Fig. 1: run 1, cells colored by class
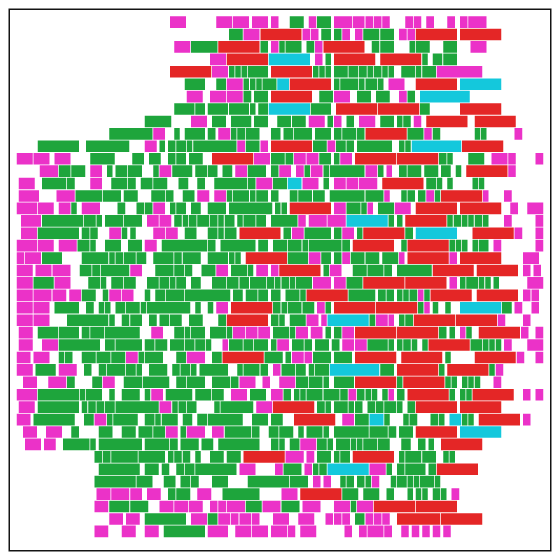
Fig. 2: run 1, congestion heat map
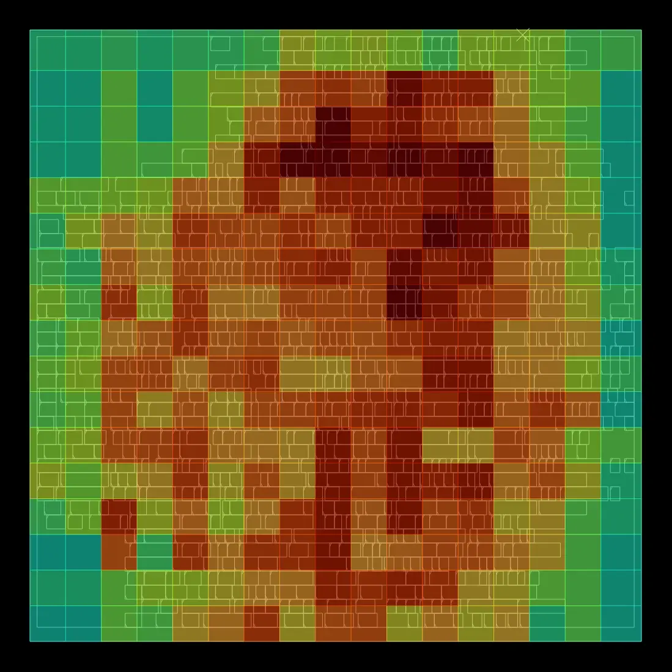
Fig. 3: run 1, wire density map
The bar under the picture is 20 um long. 24 x 24 tiles, from dark blue (low) to red (high), scaled to the fullest tile. Values are wire area over tile area, all layers added.
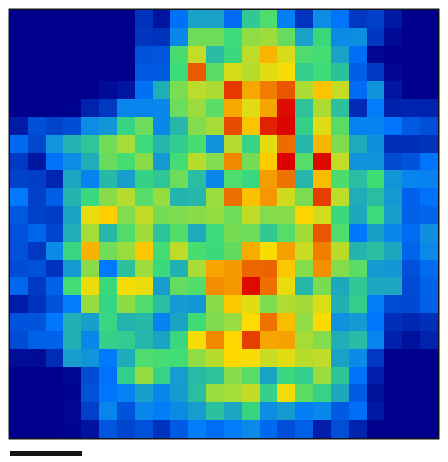
Fig. 4: run 1, signal wires by layer
The bar under the picture is 20 um long.
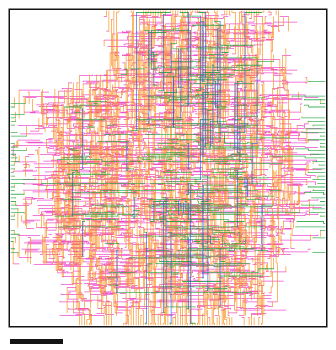
**config.mk**
```make
export PLATFORM = sky130hd
export DESIGN_NAME = pc_sequencer
export DESIGN_NICKNAME = d
export VERILOG_FILES = /design/src/rtl/pc_sequencer.sv
export SDC_FILE = /design/constraint.sdc
export NUM_CORES = 1
export LEC_CHECK = 0
export CAP_MARGIN = 25
export CORE_UTILIZATION = 47
export CTS_BUF_LIST = sky130_fd_sc_hd__clkbuf_4 sky130_fd_sc_hd__clkbuf_8 sky130_fd_sc_hd__clkbuf_16
export CTS_CLUSTER_DIAMETER = 40
export DETAILED_ROUTE_END_ITERATION = 6
export GPL_TIMING_DRIVEN = 0
export PLACE_DENSITY = 0.92
export SKIP_LAST_GASP = 1
export SLEW_MARGIN = 40
export SYNTH_ARGS = -nofsm -noshare
export SYNTH_HDL_FRONTEND = slang
export SYNTH_SLANG_ARGS = --single-unit
```
**constraint.sdc**
```tcl
create_clock -name clk_i -period 3.1 [get_ports clk_i]
set_input_delay 0.31 -clock clk_i [delete_from_list [all_inputs] [get_ports clk_i]]
set_output_delay 0.31 -clock clk_i [all_outputs]
set_load 0.1 [all_outputs]
```
**src/rtl/pc_sequencer.sv**
```systemverilog
`default_nettype none
// ============================================================================
// pc_sequencer : fetch PC owner, next-PC select (branch/jump/hold/seq),
// pipeline flush control and redirect debug counters.       Rev 1.0
// ============================================================================
module pc_sequencer #(
   parameter logic [31:0] RESET_PC = 32'h0000_0000,
   parameter int          CNT_W    = 16
) (
   input  logic             clk_i,
   input  logic             rst_i,
   input  logic             stall_i,
   input  logic             branch_i,
   input  logic             take_i,
   input  logic [31:0]      branch_offset_i,
   input  logic [31:0]      branch_pc4_i,
   input  logic             jump_i,
   input  logic [25:0]      jump_index_i,
   input  logic [31:0]      jump_pc4_i,
   output logic [31:0]      pc_o,
   output logic [31:0]      pc_plus4_o,
   output logic             flush_ifid_o,
   output logic             flush_idex_o,
   output logic             flush_exmem_o,
   output logic [1:0]       cause_o,
   output logic [CNT_W-1:0] redirect_cnt_o
);

   localparam logic [1:0]       c_CAUSE_NONE   = 2'd0;
   localparam logic [1:0]       c_CAUSE_BRANCH = 2'd1;
   localparam logic [1:0]       c_CAUSE_JUMP   = 2'd2;
   localparam logic [CNT_W-1:0] c_CNT_ONE      = {{(CNT_W-1){1'b0}}, 1'b1};

   logic [31:0]      r_pc;
   logic [31:0]      r_pc4;
   logic [1:0]       r_cause;
   logic [CNT_W-1:0] r_cnt;

   logic             w_branch;
   logic             w_jump;
   logic             w_redirect;
   logic [31:0]      w_br_tgt;
   logic [31:0]      w_j_tgt;
   logic [31:0]      w_next_pc;
   logic [31:0]      w_next_pc4;
   logic             w_unused;

   // A taken branch in MEM squashes everything younger, including an ID jump.
   assign w_branch   = branch_i & take_i;
   assign w_jump     = jump_i & ~w_branch;
   assign w_redirect = w_branch | w_jump;

   assign w_br_tgt = branch_pc4_i + {branch_offset_i[29:0], 2'b00};
   assign w_j_tgt  = {jump_pc4_i[31:28], jump_index_i, 2'b00};

   // Offset bits above the shift and low jump_pc4 bits do not reach a target.
   assign w_unused = ^{branch_offset_i[31:30], jump_pc4_i[27:0]};

   always_comb begin
      w_next_pc  = r_pc4;
      w_next_pc4 = r_pc4 + 32'd4;
      if (w_branch) begin
         w_next_pc  = w_br_tgt;
         w_next_pc4 = w_br_tgt + 32'd4;
      end else if (w_jump) begin
         w_next_pc  = w_j_tgt;
         w_next_pc4 = w_j_tgt + 32'd4;
      end else if (stall_i) begin
         w_next_pc  = r_pc;
         w_next_pc4 = r_pc4;
      end
   end

   always_ff @(posedge clk_i or negedge rst_i) begin
      if (!rst_i) begin
         r_pc    <= RESET_PC;
         r_pc4   <= RESET_PC + 32'd4;
         r_cause <= c_CAUSE_NONE;
         r_cnt   <= '0;
      end else begin
         r_pc  <= w_next_pc;
         r_pc4 <= w_next_pc4;
         if (w_branch) begin
            r_cause <= c_CAUSE_BRANCH;
         end else if (w_jump) begin
            r_cause <= c_CAUSE_JUMP;
         end
         if (w_redirect && (r_cnt != {CNT_W{1'b1}})) begin
            r_cnt <= r_cnt + c_CNT_ONE;
         end
      end
   end

   // Flushes are gated by reset so they stay low while reset is held.
   assign flush_ifid_o   = rst_i & w_redirect;
   assign flush_idex_o   = rst_i & w_branch;
   assign flush_exmem_o  = rst_i & w_branch;

   assign pc_o           = r_pc;
   assign pc_plus4_o     = r_pc4;
   assign cause_o        = r_cause;
   assign redirect_cnt_o = r_cnt;

endmodule
`default_nettype wire

```
==> qor.csv, run 1 <==
metric,value,unit
final worst slack,-0.273,ns
placement row count,42,
DRC viols,1,
biggest area cells,"dfrtp_1 32%, ha_1 6.1%, nand2_1 5.8%, xnor2_1 5.0%, nor2_1 4.7%",
status,"finished, violations left",
Most common reg cell,dfrtp_1,
CTS tree,yes,
failing checks,"design-rule violations, negative setup slack",
Hold Crit Depth,5,
Vias/cell,6.27,
Net Sw Frac,51.7,%
fmax,296,MHz
worst-path fanout max,6,
Post-synth EDFFs,0,
Clock power frac,21.0,%
height of the die,118,um
ant diodes,0,
worst clock skew,0.00604,ns
TNS Setup,-1.71,ns
Final Setup Violations,13,
crit start category,input pin,
-- Fig. 1 (at the start) --
color	class	cells
cyan	clock drivers and dummy loads	16
magenta	other buffers and delay cells	287
red	flip-flops	82
green	all other logic	627
final core occ: 72.8%
flop share of the area: 21.4%
area of the core: 13,200 um2
fin area: 9610 um2

-- Fig. 2 (at the start) --
met2 Usage GRT: 51.3%
met3 GRT Util: 5.50%
post-DR wirelength/cell: 20.7 um
GRT Total Usage: 32.3%

-- Fig. 3 (at the start) --
emptiest ninth of the die	top left
tiles over half the peak	34%
fullest tile	0.82
nearly empty tiles	14%
drt total wl: 24.6 mm
DR vias: 7,453

-- Fig. 4 (at the start) --
color	layer	wire length
magenta	met1	9,320 um
blue	met4	1,200 um
orange	met2	11,400 um
green	met3	2,670 um

## run 1: layout by cell type (no fill, tap or decap), types with 15 or more instances in the layout
master           netlist  routed
buf_2                 18      92
nand2_1               98      98
mux2i_1               20      20
dfrtp_1               81      81
dlygate4sd2_1          0      19
inv_1                 16      16
buf_6                  3      20
a21oi_1               56      43
buf_4                  3      63
o21ai_0               37      30
nand3_1               18      16
clkdlybuf4s50_1        0      67
ha_4                   0      15
nor2_1                79      77
xnor2_1               36      34
## run 1: routing by layer
metal | track usage [%] | wire length [um] | vias to the layer above
li1 | - | - | 3226
met1 | 42.7 | 9320 | 3497
met2 | 51.3 | 11400 | 598
met3 | 5.50 | 2670 | 132
met4 | 15.3 | 1200 | 0
met5 | 0 | 0 | -
## run 1: timing repair
item	4_1_cts	5_1_grt
endpoints found under the setup margin	25	25
setup buffers	37	30
gates resized	141	45
pin swaps	58	35
endpoints found under the hold margin	27	0
hold buffers	1	0
## run 1: synth_stat cells (13+ instances only)
master    count
nand2_1      98
dfrtp_1      81
nor2_1       79
a21oi_1      56
o21ai_0      37
xnor2_1      36
ha_1         31
mux2i_1      20
buf_2        18
nand3_1      18
inv_1        16
clkbuf_1     15
xor2_1       14
nor2b_1      13
nor3_1       13
## run 1: sequential cells by signal, indices dropped and copies added, names as in the netlist
register / count
pc_o: 32
pc_plus4_o: 32
redirect_cnt_o: 16
cause_o: 2
## run 1: cell families after synthesis
kind of cell             Yosys count  synth area share (%)
flip-flops                        82                  32.3
AND/OR/NAND/NOR                  303                  24.1
adder cells (fa/ha/maj)           32                  6.42
AND-OR/OR-AND                    198                  21.4
buffers and inverters             57                  4.26
multiplexers                      28                  4.57
XOR/XNOR                          50                  6.90
## run 1: layout make-up
class,instances,area [um2]
buffer,37,251
clock buffer,10,233
clock inverter,6,115
fill,837,3580
inverter,16,60.1
multi-input combinational,611,4730
sequential,82,2050
tap,176,220
timing repair buffer,250,1940
## run 1: power groups by stage
stage	Combinational [uW]	Clock [uW]	Sequential, uW
CTS	3110	1250	1450
finish	3280	1270	1480
global placement	3050	0	1470
detailed placement	2890	0	1470
floorplan	808	0	2900
global route	3390	1300	1490
## run 1: how the worst max path moves through the flow
stage                                   start  slack, ns  cells past startpoint             end
after floorplan            branch_offset_i[0]      -0.04                     12  pc_plus4_o[31]
after global placement                  rst_i      -2.44                      4    flush_idex_o
after detailed placement   branch_offset_i[0]      -1.05                     13  pc_plus4_o[30]
after CTS                     branch_pc4_i[2]      -0.03                     14  pc_plus4_o[29]
after global routing       branch_offset_i[0]      -0.31                     15  pc_plus4_o[27]
final                     branch_offset_i[10]      -0.27                     15  pc_plus4_o[29]
## run 1: critical path, cell delays in order
cell,delay [ns]
clkdlybuf4s50_1,0.50
ha_4,0.23
buf_4,0.16
a21oi_4,0.21
o221ai_4,0.15
a21oi_4,0.25
a2111oi_4,0.12
o21a_1,0.23
o31ai_2,0.26
buf_4,0.18
nand4_1,0.15
buf_6,0.19
nor4_4,0.27
xor2_1,0.24
o21ai_1,0.12
==> run 2: changes to the inputs <==
PLACE_DENSITY = 0.86   (was 0.92)
Fig. 5: run 2, wire density map
The bar under the picture is 20 um long. 24 x 24 tiles, from dark blue (low) to red (high), scaled to the fullest tile. Values are wire area over tile area, all layers added.
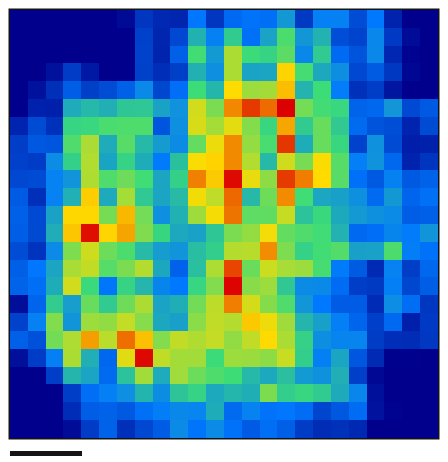
tiles over half the peak	29%
mean over tiles	0.29
nearly empty tiles	11%
DR vias: 7,333
GRT Total Usage: 33.7%

Fig. 6: run 2, where the registers sit
The bar under the picture is 20 um long.
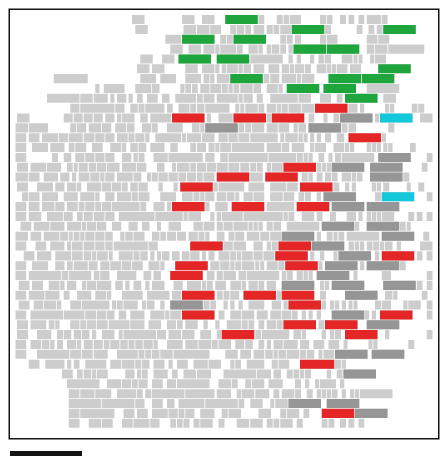
color	name in the netlist	flops
red	pc_plus4_o	32
cyan	cause_o	2
green	redirect_cnt_o	16
P_seq: 1460 uW
Reg area: 2050 um2
flop share of the area: 21.6%
final core occ: 72.2%

==> run 2 against run 1 <==
The run still ends with design-rule violations, negative setup slack left; design area decreased by 0.86%; total power decreased by 2.0%; clock-buffer cell count increased by 3; die size unchanged; sequential share of layout area increased by 0.19 points; critical path type unchanged; highest routed layer unchanged.
==> qor.csv, run 2 <==
metric,value,unit,change
status,"finished, violations left",,
failing checks,"design-rule violations, negative setup slack",,
largest net degree at the start of global routing,58,,
clock slew at reported path FFs,0.06,ns,
Slew @ Worst Pin,0.827,ns,
Post-synth top cells,"98 x nand2_1, 81 x dfrtp_1, 79 x nor2_1, 56 x a21oi_1, 37 x o21ai_0",,
CP peak stage delay,0.49,ns,about the same
biggest area cells,"dfrtp_1 32%, ha_1 6.1%, nand2_1 5.8%, xnor2_1 5.0%, nor2_1 4.7%",,
TNS Setup,-1.42,ns,+0.283 ns
Worst Path Arrival,3.53,ns,
Most common reg cell,dfrtp_1,,
GRT overflow,0,,
Post-synth EDFFs,0,,unchanged
Clock power frac,19.8,%,-1.2 points
Vias/cell,6.12,,-2.5%
CTS tree,yes,,
final worst slack,-0.232,ns,+0.0413 ns
most frequent cells in the layout,"97 x nand2_1, 92 x buf_2, 81 x dfrtp_1",,
root buffer cell,clkbuf_16,,
worst-path fanout max,7,,+1
FILL cells,943,,+13%
CP Cell Sequence,buf_6 -> ha_4 -> fa_2 -> a21o_1 -> a221o_2 -> a31oi_4 -> buf_6 -> o2111ai_4 -> and4_4 -> nor4_4 -> nand4_1 -> buf_6 -> nor4_4 -> xnor2_1 -> a21oi_1,,
worst clock skew,0.00383,ns,-0.00221 ns
height of the die,118,um,unchanged
CP most frequent cell,buf_6,,
DRC viols,3,,+2
Final Setup Violations,12,,-1
most frequent logic cell in the layout,nand2_1,,
drt total wl,24.0,mm,-2.1%
fmax,300,MHz,+1.2%
Hold Crit Depth,5,,unchanged
post-DR wirelength/cell,20.1,um,-3.0%
I/O Buffers,182,,
Critical-path top delay cell,a221o_2,,
crit start category,input pin,,
placement row count,42,,unchanged
## run 2: cell counts after synthesis
Identical to the previous run, type by type.
## run 2: final cells by class
| cell class | instances | area [um2] | area share, % |
|---|---|---|---|
| Clock inverter | 3 | 65.1 | 0.683 |
| Antenna cell | 1 | 2.50 | 0.0263 |
| Multi-Input combinational cell | 611 | 4640 | 48.7 |
| Tap cell | 176 | 220 | 2.31 |
| Timing Repair Buffer | 257 | 1950 | 20.5 |
| Sequential cell | 82 | 2050 | 21.6 |
| Inverter | 16 | 60.1 | 0.631 |
| Clock buffer | 13 | 255 | 2.68 |
| Buffer | 40 | 283 | 2.97 |
## run 2: stage by stage
| step | area, um2 | power, uW | hold slack, ns |
|---|---|---|---|
| floorplan | 6410 | 3700 | 0.0144 |
| global placement | 8450 | 4520 | 0.455 |
| detailed placement | 8050 | 4360 | 0.194 |
| CTS | 9340 | 5770 | 0.374 |
| global route | 9520 | 6090 | 0.430 |
| finish | 9520 | 5910 | 0.375 |
## run 2: final timing paths
path,endpoint,startpoint,slack (ns)
max,pc_plus4_o[30],branch_pc4_i[2],-0.23
max reg2reg,pc_plus4_o[30],pc_plus4_o[2],0.23
min reg2reg,pc_o[9],pc_o[9],0.46
min,pc_plus4_o[2],branch_offset_i[0],0.38
max in group asynchronous,pc_plus4_o[2],rst_i,2.08
min in group asynchronous,redirect_cnt_o[11],rst_i,0.40
## run 2: cell families after synthesis
logic type / Yosys count / share of synthesized area (%)
AND/OR/NAND/NOR: 303 / 24.1
AND-OR/OR-AND: 198 / 21.4
flip-flops: 82 / 32.3
buffers and inverters: 57 / 4.26
XOR/XNOR: 50 / 6.90
adder cells (fa/ha/maj): 32 / 6.42
multiplexers: 28 / 4.57
## run 2: critical path, delay by kind of cell
family,cells,cell delay (ns)
AOI/OAI and AO/OA,5,1.19
xor gates and xnor gates,1,0.19
adders and majority gates,2,0.52
buffers and inverters,3,0.41
and+or+nand+nor,4,0.93
## run 2: layer usage
metal  routed length (um)  global-route usage, %
met5                    0                      0
met4                 1230                   15.9
met3                 2290                   4.39
met2                11200                   54.4
met1                 9370                   44.9
## run 2: repair_timing
action / CTS / global route
hold buffers: 1 / 0
pin swaps: 66 / 14
endpoints found under the hold margin: 27 / 0
gates resized: 164 / 30
setup endpoints to repair: 23 / 39
cloned: 0 / 0
setup buffers: 66 / 7
## run 2: power groups by stage
stage	registers, uW	clock network (uW)	logic (uW)
6_report	1460	1170	3280
5_1_grt	1480	1210	3400
4_1_cts	1450	1170	3150
3_5_place_dp	1460	0	2900
3_3_place_gp	1460	0	3050
2_1_floorplan	2900	0	808
==> run 3: changes to the inputs <==
CAP_MARGIN = not set   (was 25)
CELL_PAD_IN_SITES_DETAIL_PLACEMENT = 1   (was not set)
CELL_PAD_IN_SITES_GLOBAL_PLACEMENT = 2   (was not set)
CORE_UTILIZATION = 27   (was 47)
PLACE_DENSITY = 0.87   (was 0.86)
Fig. 7: run 3, where the registers sit
The bar under the picture is 50 um long.
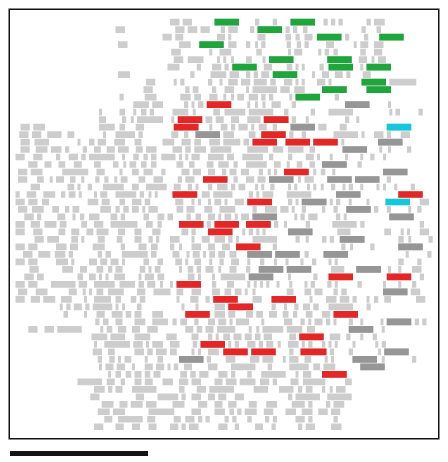
color	name in the netlist	flops
red	pc_plus4_o	32
cyan	cause_o	2
green	redirect_cnt_o	16
not colored	32
flop share of the area: 21.0%
final core occ: 42.9%

Fig. 8: run 3, wire density map
The bar under the picture is 50 um long. 31 x 31 tiles, from dark blue (low) to red (high), scaled to the fullest tile. Values are wire area over tile area, all layers added.
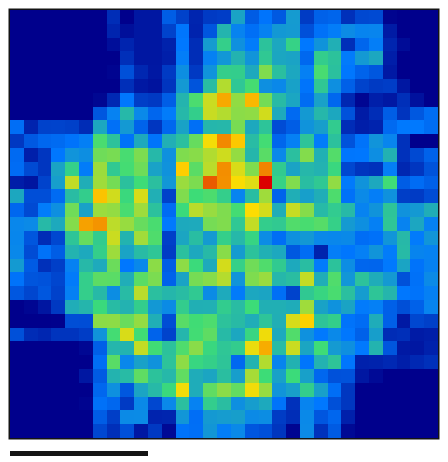
nearly empty tiles	16%
mean over tiles	0.16
densest ninth of the die	middle
emptiest ninth of the die	top left
fullest tile	0.57
DR vias: 6,765
post-DR wirelength/cell: 19.3 um
drt total wl: 25.7 mm

==> run 3 against run 2 <==
The flow finishes with violations (negative setup slack); sequential share of layout area is 0.60 points lower; via count is 7.7% lower; global-route usage is 13 points lower; non-clock buffer count is 5 lower; combinational power hardly changed; clock-buffer cell count is 2 higher; clock power is 5% lower; first-iteration DRC count is 54% lower; die size is 73% higher; maximum frequency is 3.1% higher; hold slack better by 0.029 ns; critical endpoint is now pc_plus4_o[28].
==> qor.csv, run 3 <==
metric,value,unit,change
status,"finished, violations left",,
failing checks,negative setup slack,,
Most common reg cell,dfrtp_1,,
Worst Path Arrival,3.44,ns,-0.09 ns
final period demand of the worst path,3.23,ns,
CTS tree,yes,,
R2R Setup Slk,0.01,ns,-0.22 ns
Top non-seq family,simple AND/OR/NAND/NOR gates,,
DRC viols,0,,-3
XOR/XNOR Area Share,6.90,%,unchanged
RSZ-0062 raised after global routing,yes,,
Post-synth top cells,"98 x nand2_1, 81 x dfrtp_1, 79 x nor2_1, 56 x a21oi_1, 37 x o21ai_0",,
area of the core,22800,um2,
Crit Reg-Reg Endpoint,pc_plus4_o[28],,
most frequent cells in the layout,"97 x nand2_1, 92 x buf_2, 81 x dfrtp_1",,
critical path endpoint,pc_plus4_o[28],,
fmax,309,MHz,+3.1%
Basic Gates by Area,24.1,%,unchanged
ant diodes,0,,-1
FILL cells,2743,,+190%
root buffer cell,clkbuf_16,,
GRT Total Usage,20.8,%,-13 points
largest net degree at the start of global routing,56,,-3.4%
first-pass GRT wire length,38.9,mm,
Clock power frac,19.0,%,-0.8 points
Vias/cell,5.09,,-17%
Pwr Total,5870,uW,-0.71%
height of the die,155,um,+31%
adder share,6.42,%,unchanged
final worst slack,-0.133,ns,+0.0989 ns
worst clock skew,0.00972,ns,+0.00589 ns
Slew @ Worst Pin,0.731,ns,-0.0955 ns
MUX share of area,4.57,%,unchanged
biggest area cells,"dfrtp_1 32%, ha_1 6.1%, nand2_1 5.8%, xnor2_1 5.0%, nor2_1 4.7%",,
TNS Setup,-0.723,ns,+0.700 ns
Final Setup Violations,10,,-2
Post-synth EDFFs,0,,unchanged
WHS,0.404,ns,+0.0285 ns
worst-path fanout max,9,,+2
Worst R2R Start,pc_plus4_o[2],,
I/O Buffers,182,,unchanged
placement row count,55,,+31%
most frequent logic cell in the layout,nand2_1,,
==> run 3: cells by family after synthesis <==
family,after synthesis
flip-flops,82
adder cells (fa/ha/maj),32
AND/OR/NAND/NOR,303
AND-OR/OR-AND,198
multiplexers,28
buffers and inverters,57
XOR/XNOR,50
==> run 3: critical path, stage by stage <==
cell and delay, ns:
clkdlybuf4s50_1 0.51, ha_4 0.25, o21ai_0 0.52, o221a_4 0.29, xor2_2 0.08, o21bai_1 0.16
and4b_1 0.22, buf_4 0.11, nand3b_1 0.21, buf_6 0.21, buf_6 0.11, nor3_4 0.17
xor2_1 0.18, o21ai_1 0.08
==> run 3: worst min-delay path by stage <==
stage | start | endpoint | slack, ns | depth (start not counted)
after floorplan | rst_i | cause_o[0] | 0.01 | 0
after global placement | pc_o[27] | pc_o[27] | 0.45 | 2
after detailed placement | rst_i | redirect_cnt_o[11] | 0.22 | 1
after CTS | branch_offset_i[0] | pc_plus4_o[2] | 0.39 | 5
after global routing | rst_i | redirect_cnt_o[6] | 0.44 | 2
final | branch_offset_i[0] | pc_plus4_o[2] | 0.40 | 5
==> run 3: per-layer routing <==
metal	routed length, um	vias to the layer above	GRT usage (%)
li1	-	3230	-
met5	0	-	0
met3	922	28	2.06
met1	12000	3348	29.1
met2	12400	159	34.1
met4	388	0	5.37
==> run 3: area by class of cell <==
type	count	area (um2)	share of cell area [%]
plain buffers	40	269	2.75
clock buffers	15	302	3.08
clock inverters	1	5.00	0.0511
inverters	16	60.1	0.613
multi-input cells	611	4760	48.6
flip-flops and latches	82	2050	21.0
well taps	313	392	4.00
repair buffers	252	1960	20.0
==> run 3: timing repair <==
item,CTS,global route
resized,121,70
buffers inserted,36,33
hold buffers,1,0
pin swaps,45,50
hold endpoints to repair,28,0
setup endpoints to repair,44,28
==> run 3: through the flow <==
step / instance area, um2 / util, %
after floorplan: 6410 / -
after global placement: 8620 / 37.7
after detailed placement: 8220 / 36.0
after CTS: 9210 / 40.3
after global routing: 9800 / 42.9
final: 9800 / 42.9
==> run 3: power by group through the flow <==
| stage | Sequential (uW) | Combinational (uW) | Clock [uW] |
|---|---|---|---|
| global route | 1480 | 3460 | 1170 |
| detailed placement | 1470 | 2960 | 0 |
| CTS | 1460 | 3130 | 1120 |
| floorplan | 2900 | 808 | 0 |
| global placement | 1470 | 3120 | 0 |
| finish | 1460 | 3300 | 1110 |
No activity file was given, so power comes from the tool's default toggle rates.
